[src/rtl/mul_array_arbiter.sv]
// Round-robin arbiter that lends the shared lane-wise GF multiplier array to
// NREQ requesters, one whole operation at a time, with an optional burst lock.
module mul_array_arbiter #(
    parameter int M     = 144,
    parameter int W     = 16,
    parameter int LANES = 9,
    parameter int LAT   = 3,
    parameter int NREQ  = 2
) (
    input  logic              clk,
    input  logic              rst_b,
    input  logic [NREQ-1:0]   req,
    input  logic [NREQ-1:0]   lock,
    input  logic [NREQ*M-1:0] o_in,
    input  logic [NREQ*W-1:0] t_in,
    output logic [NREQ-1:0]   ack,
    output logic [M-1:0]      res_dat,
    output logic [NREQ-1:0]   grant,
    output logic              busy,
    output logic [M-1:0]      arr_o_out,
    output logic [W-1:0]      arr_t_out,
    input  logic [M-1:0]      arr_r_dat
);
    localparam int PW = $clog2(NREQ);
    localparam int CW = (LAT > 1) ? $clog2(LAT) : 1;

    typedef enum logic [1:0] {S_IDLE, S_WAIT, S_DONE} state_t;

    state_t                    state_q;
    logic [PW-1:0]             rr_ptr_q;
    logic [PW-1:0]             owner_q;
    logic                      lock_valid_q;
    logic [CW-1:0]             cnt_q;
    logic [NREQ-1:0]           ack_q;
    logic [NREQ-1:0]           grant_q;
    logic [LANES-1:0][W-1:0]   res_q;
    logic [LANES-1:0][W-1:0]   arr_o_q;
    logic [W-1:0]              arr_t_q;

    logic [M-1:0]              o_arr [NREQ];
    logic [W-1:0]              t_arr [NREQ];

    generate
        for (genvar gi = 0; gi < NREQ; gi++) begin : g_split
            assign o_arr[gi] = o_in[gi*M +: M];
            assign t_arr[gi] = t_in[gi*W +: W];
        end
    endgenerate

    // Rotate requests so bit 0 is the requester at rr_ptr; lowest set bit wins.
    logic [2*NREQ-1:0] req_rot;
    logic              rr_found;
    logic [PW:0]       rr_sum;
    logic [PW-1:0]     rr_win;

    assign req_rot = {req, req} >> rr_ptr_q;

    always_comb begin
        rr_found = 1'b0;
        rr_sum   = '0;
        for (int k = NREQ - 1; k >= 0; k--) begin
            if (req_rot[k]) begin
                rr_found = 1'b1;
                rr_sum   = {1'b0, rr_ptr_q} + (PW+1)'(k);
            end
        end
        if (rr_sum >= (PW+1)'(NREQ))
            rr_sum = rr_sum - (PW+1)'(NREQ);
        rr_win = rr_sum[PW-1:0];
    end

    logic          issue_d;
    logic [PW-1:0] win_d;
    logic          lock_drop_d;

    always_comb begin
        issue_d     = 1'b0;
        win_d       = rr_win;
        lock_drop_d = 1'b0;
        if (lock_valid_q && req[owner_q]) begin
            issue_d = 1'b1;
            win_d   = owner_q;
        end else if (lock_valid_q && lock[owner_q]) begin
            issue_d = 1'b0;
        end else begin
            lock_drop_d = lock_valid_q;
            issue_d     = rr_found;
        end
    end

    always_ff @(posedge clk or negedge rst_b) begin
        if (!rst_b) begin
            state_q      <= S_IDLE;
            rr_ptr_q     <= '0;
            owner_q      <= '0;
            lock_valid_q <= 1'b0;
            cnt_q        <= '0;
            ack_q        <= '0;
            grant_q      <= '0;
            res_q        <= '0;
            arr_o_q      <= '0;
            arr_t_q      <= '0;
        end else begin
            ack_q <= '0;
            case (state_q)
                S_IDLE: begin
                    if (lock_drop_d)
                        lock_valid_q <= 1'b0;
                    if (issue_d) begin
                        owner_q <= win_d;
                        grant_q <= NREQ'(1) << win_d;
                        arr_o_q <= o_arr[win_d];
                        arr_t_q <= t_arr[win_d];
                        cnt_q   <= '0;
                        state_q <= S_WAIT;
                    end
                end
                S_WAIT: begin
                    cnt_q <= cnt_q + 1'b1;
                    if (cnt_q == CW'(LAT - 1)) begin
                        res_q   <= arr_r_dat;
                        ack_q   <= grant_q;
                        state_q <= S_DONE;
                    end
                end
                S_DONE: begin
                    rr_ptr_q     <= (owner_q == PW'(NREQ - 1)) ? '0 : owner_q + 1'b1;
                    lock_valid_q <= lock[owner_q];
                    grant_q      <= '0;
                    state_q      <= S_IDLE;
                end
                default: state_q <= S_IDLE;
            endcase
        end
    end

    assign ack       = ack_q;
    assign res_dat   = res_q;
    assign grant     = grant_q;
    assign busy      = (state_q != S_IDLE);
    assign arr_o_out = arr_o_q;
    assign arr_t_out = arr_t_q;

endmodule
[config.mk]
export PLATFORM = sky130hd
export DESIGN_NAME = mul_array_arbiter
export DESIGN_NICKNAME = d
export VERILOG_FILES = /design/src/rtl/mul_array_arbiter.sv
export SDC_FILE = /design/constraint.sdc
export NUM_CORES = 1
export LEC_CHECK = 0
export CORE_AREA = 4 4 304 306
export DETAILED_ROUTE_END_ITERATION = 6
export DIE_AREA = 0 0 308 310
export PLACE_DENSITY = 0.38
export SETUP_SLACK_MARGIN = 0.02
export SKIP_CTS_REPAIR_TIMING = 1
export SYNTH_ARGS = -nofsm -noshare
export SYNTH_HDL_FRONTEND = slang
export SYNTH_SLANG_ARGS = --single-unit
[constraint.sdc]
create_clock -name clk -period 2.8 [get_ports clk]
set_clock_uncertainty 0.15 [all_clocks]
set_input_delay 0.42 -clock clk [delete_from_list [all_inputs] [get_ports clk]]
set_output_delay 0.42 -clock clk [all_outputs]
set_load 0.02 [all_outputs]
### Floorplan with the power grid

The bar under the picture is 100 um long. Pins as bars on the die edge.
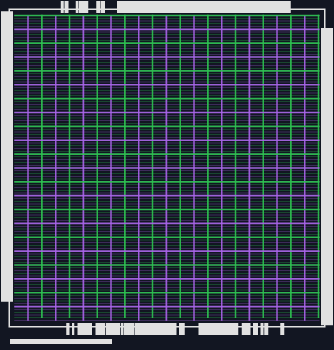
Key: green = VDD; purple = VSS
779 signal pins sit on the boundary. 22 straps on met4. 22 straps on met5. 111 met1 rails follow the rows.
Die H: 310 um
Die W: 308 um

### Placed cells, one colour a class

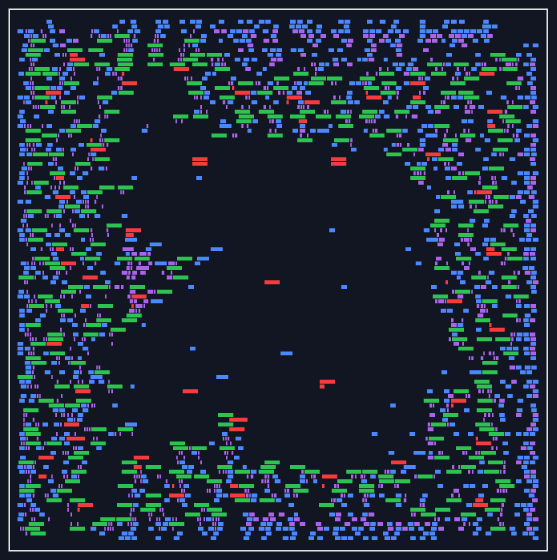
Key: green = registers [cells 315, share of their area 35%]; purple = remaining logic cells [cells 950, share of their area 22%]; blue = remaining buffers and delay cells [cells 830, share of their area 37%]; red = clock drivers and dummy loads [cells 75, share of their area 6.2%]
row count: 110
Seq/total area: 32.7%
Finished Core Util: 26.9%

### Clock wires, drivers and flops

The bar under the picture is 100 um long.
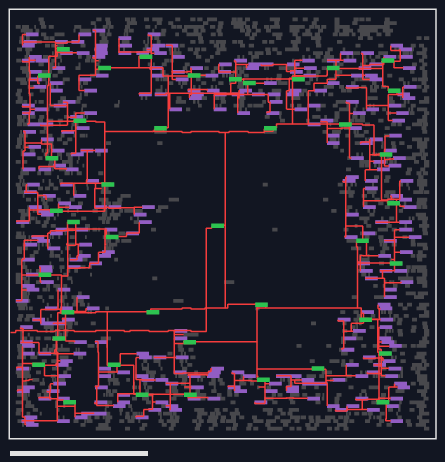
Key: green = clock-net drivers [count 41]; purple = flip-flops [count 315]; red = clock wires [length 5,720 um]
Position of the flops: widely spread. There are 42 routed clock nets.
Clock power frac: 20.0%
clock group power: 5.43 mW
Worst-Skew Late Latency: 0.56 ns

### Metal layers overlaid

The bar under the picture is 100 um long.
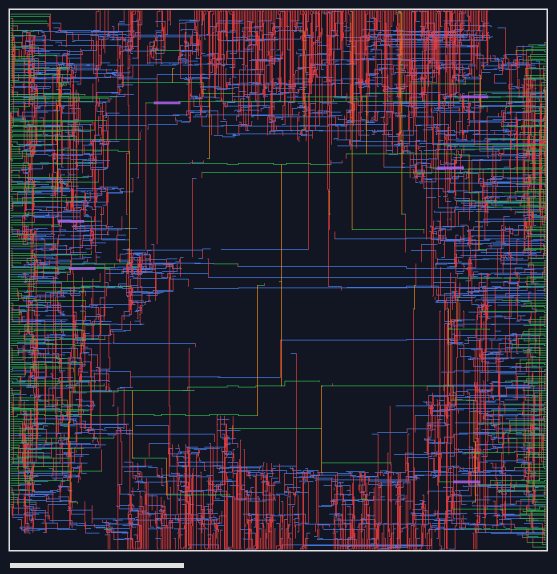
Key: red = M2 [wire length 31.3 mm]; purple = M5 [wire length 82.8 um]; blue = M1 [wire length 22.8 mm]; orange = M4 [wire length 1,260 um]; green = M3 [wire length 7,760 um]
Routed Wire Length: 63,200 um
detail-routed net length per standard cell: 18.8 um
routed vias: 12,388

### The clock network

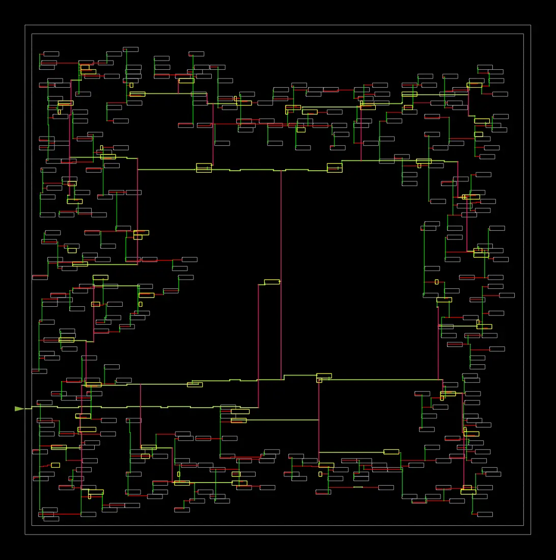
Sink Count: 315
Seq cells: 315
CTS Buf Count: 41
clk_buf instances: 66

==> results.py <==
# Physical implementation metrics
metrics = {
    "drt": {
        "m1WireLength_um": 22800,
        "drt_iter0_drc": 382,
        "routed-wl-met3_um": 7760,
        "top_layer": "met5",
        "vias_per_cell": 3.69,
        "dr.pass1.iters": 6,
        "route.detailed.drc": 0,
        "ant_nets": 0,
    },
    "placement": {
        "place_area_um2": 22700,
        "post-place-cells": 3270,
        "gp_congestion": 0.792,
        "dpl_worst_slack_ns": 0.162,
        "dp_hpwl_um": 50100,
    },
    "worst_setup_path": {
        "crit_type": "reg -> out",
        "slowest_delay_ns": 0.69,
        "critPathBufInv": 1,
        "cpMaxStageDelayCell": "clkdlybuf4s50_1",
        "cp.depth": 2,
        "cp.arrival_ns": 1.99,
        "crit_fanout": 8,
        "setup.worst_path.end_class": "output port",
        "crit_family": "buffers and inverters",
        "required_ns": 2.23,
        "regToRegSetupSlack_ns": 0.54,
        "critical_path.endpoint": "busy",
        "path_cells": "or2_1, clkdlybuf4s50_1",
        "crit_start": "state_q[0]$_DFFE_PN0P_",
    },
    "timing": {
        "timing.setup.tns_ns": 0,
        "rsz0062_at_grt": "false",
        "period_needed_ns": 2.56,
        "finalCritPeriodShare_pct": 91.4,
        "setup_viol": 0,
        "holdWs_ns": 0.239,
        "slew_violations": 0,
        "tightestPinTransition_ns": 0.736,
        "finalWorstSetupSlack_ns": 0.240,
        "hold_viol": 0,
    },
    "logic_synthesis": {
        "synth_area_leader_cell": "dfrtp_1",
        "top_cells_by_count": "nand2_1 (433), dfrtp_1 (315), mux2i_1 (164), nor2_1 (164), a21oi_1 (160)",
        "synth_async_sr_flop_share_pct": 100,
        "ys_cells": 1352,
        "flop_cell": "dfrtp_1",
        "syn_area_um2": 13200,
        "synth_warnings": 0,
        "syn_inst": 1352,
        "mux_area_share_pct": 12.5,
        "edf_count": 0,
        "ys_sh_xor_pct": 0,
        "fa_ha_area_share_pct": 0.0949,
        "ys_seq_share_pct": 59.8,
        "synth_nets": 1823,
        "ys_sh_aoi_pct": 6.59,
        "synth.avg_cell_area_um2": 9.76,
        "top_area_share_pct": 59.8,
        "simple_gate_share_pct": 17.7,
        "synthDistinctLibCells": 30,
    },
    "cts": {
        "htreeDepth": 2,
        "cts_root_buffer": "clkbuf_16",
        "path_clk_slew_ns": 0.06,
        "cts_tree": "yes",
    },
    "layout": {
        "nets": 2609,
        "clkCellAreaFrac_pct": 5.77,
        "final_cell_mix": "clkdlybuf4s50_1 (777), nand2_1 (433), dfrtp_1 (315), nor2_1 (164), mux2i_1 (164)",
        "drive_above_1_share_pct": 5.71,
        "seq_area_um2": 7880,
        "largestClassByArea": "non-clock buffers",
        "nFillCells": 9516,
        "logic_area_um2": 4890,
        "fin_cells": 3356,
        "sh_comb_area_pct": 20.3,
        "syn_to_final_growth_pct": 82.7,
        "buffers": 830,
        "comb_cells": 944,
        "finalInstanceArea_um2": 24100,
    },
    "hold_path": {
        "holdPathEnd": "res_dat[5]$_DFFE_PN0P_",
        "min-delay-start": "arr_r_dat[5]",
        "hp-class": "in -> reg",
    },
    "floorplanning": {
        "fp_util_pct": 14.7,
        "dieArea_um2": 95500,
        "nWellTaps": 1176,
        "num_io_pins": 779,
    },
    "power": {
        "irDropWorstVdd_uv": 520,
        "powerDensity_nw_per_um2": 1130,
        "maxPowerGroup": "combinational logic",
        "p_leak_nw": 10.3,
        "power_mw": 27.2,
        "switching_share_pct": 39.9,
        "p_int_mw": 16.3,
        "seq-power_mw": 8.10,
        "power.switching_mw": 10.8,
    },
    "run_status": {
        "status": "finished, final reports clean",
    },
    "job": {
        "cap_viol_max_count": 0,
    },
    "global_routing": {
        "grt_pass1_wl_um": 88800,
        "grt.busiest_layer": "met2",
        "gr-total-overflow": 0,
        "grt_usage_pct": 12.4,
        "use_met1_pct": 13.0,
        "antenna_found_initial": 20,
        "grt_use_met3_pct": 6.56,
    },
}
Power figures rest on the tool's default switching activity, not on a simulated workload.
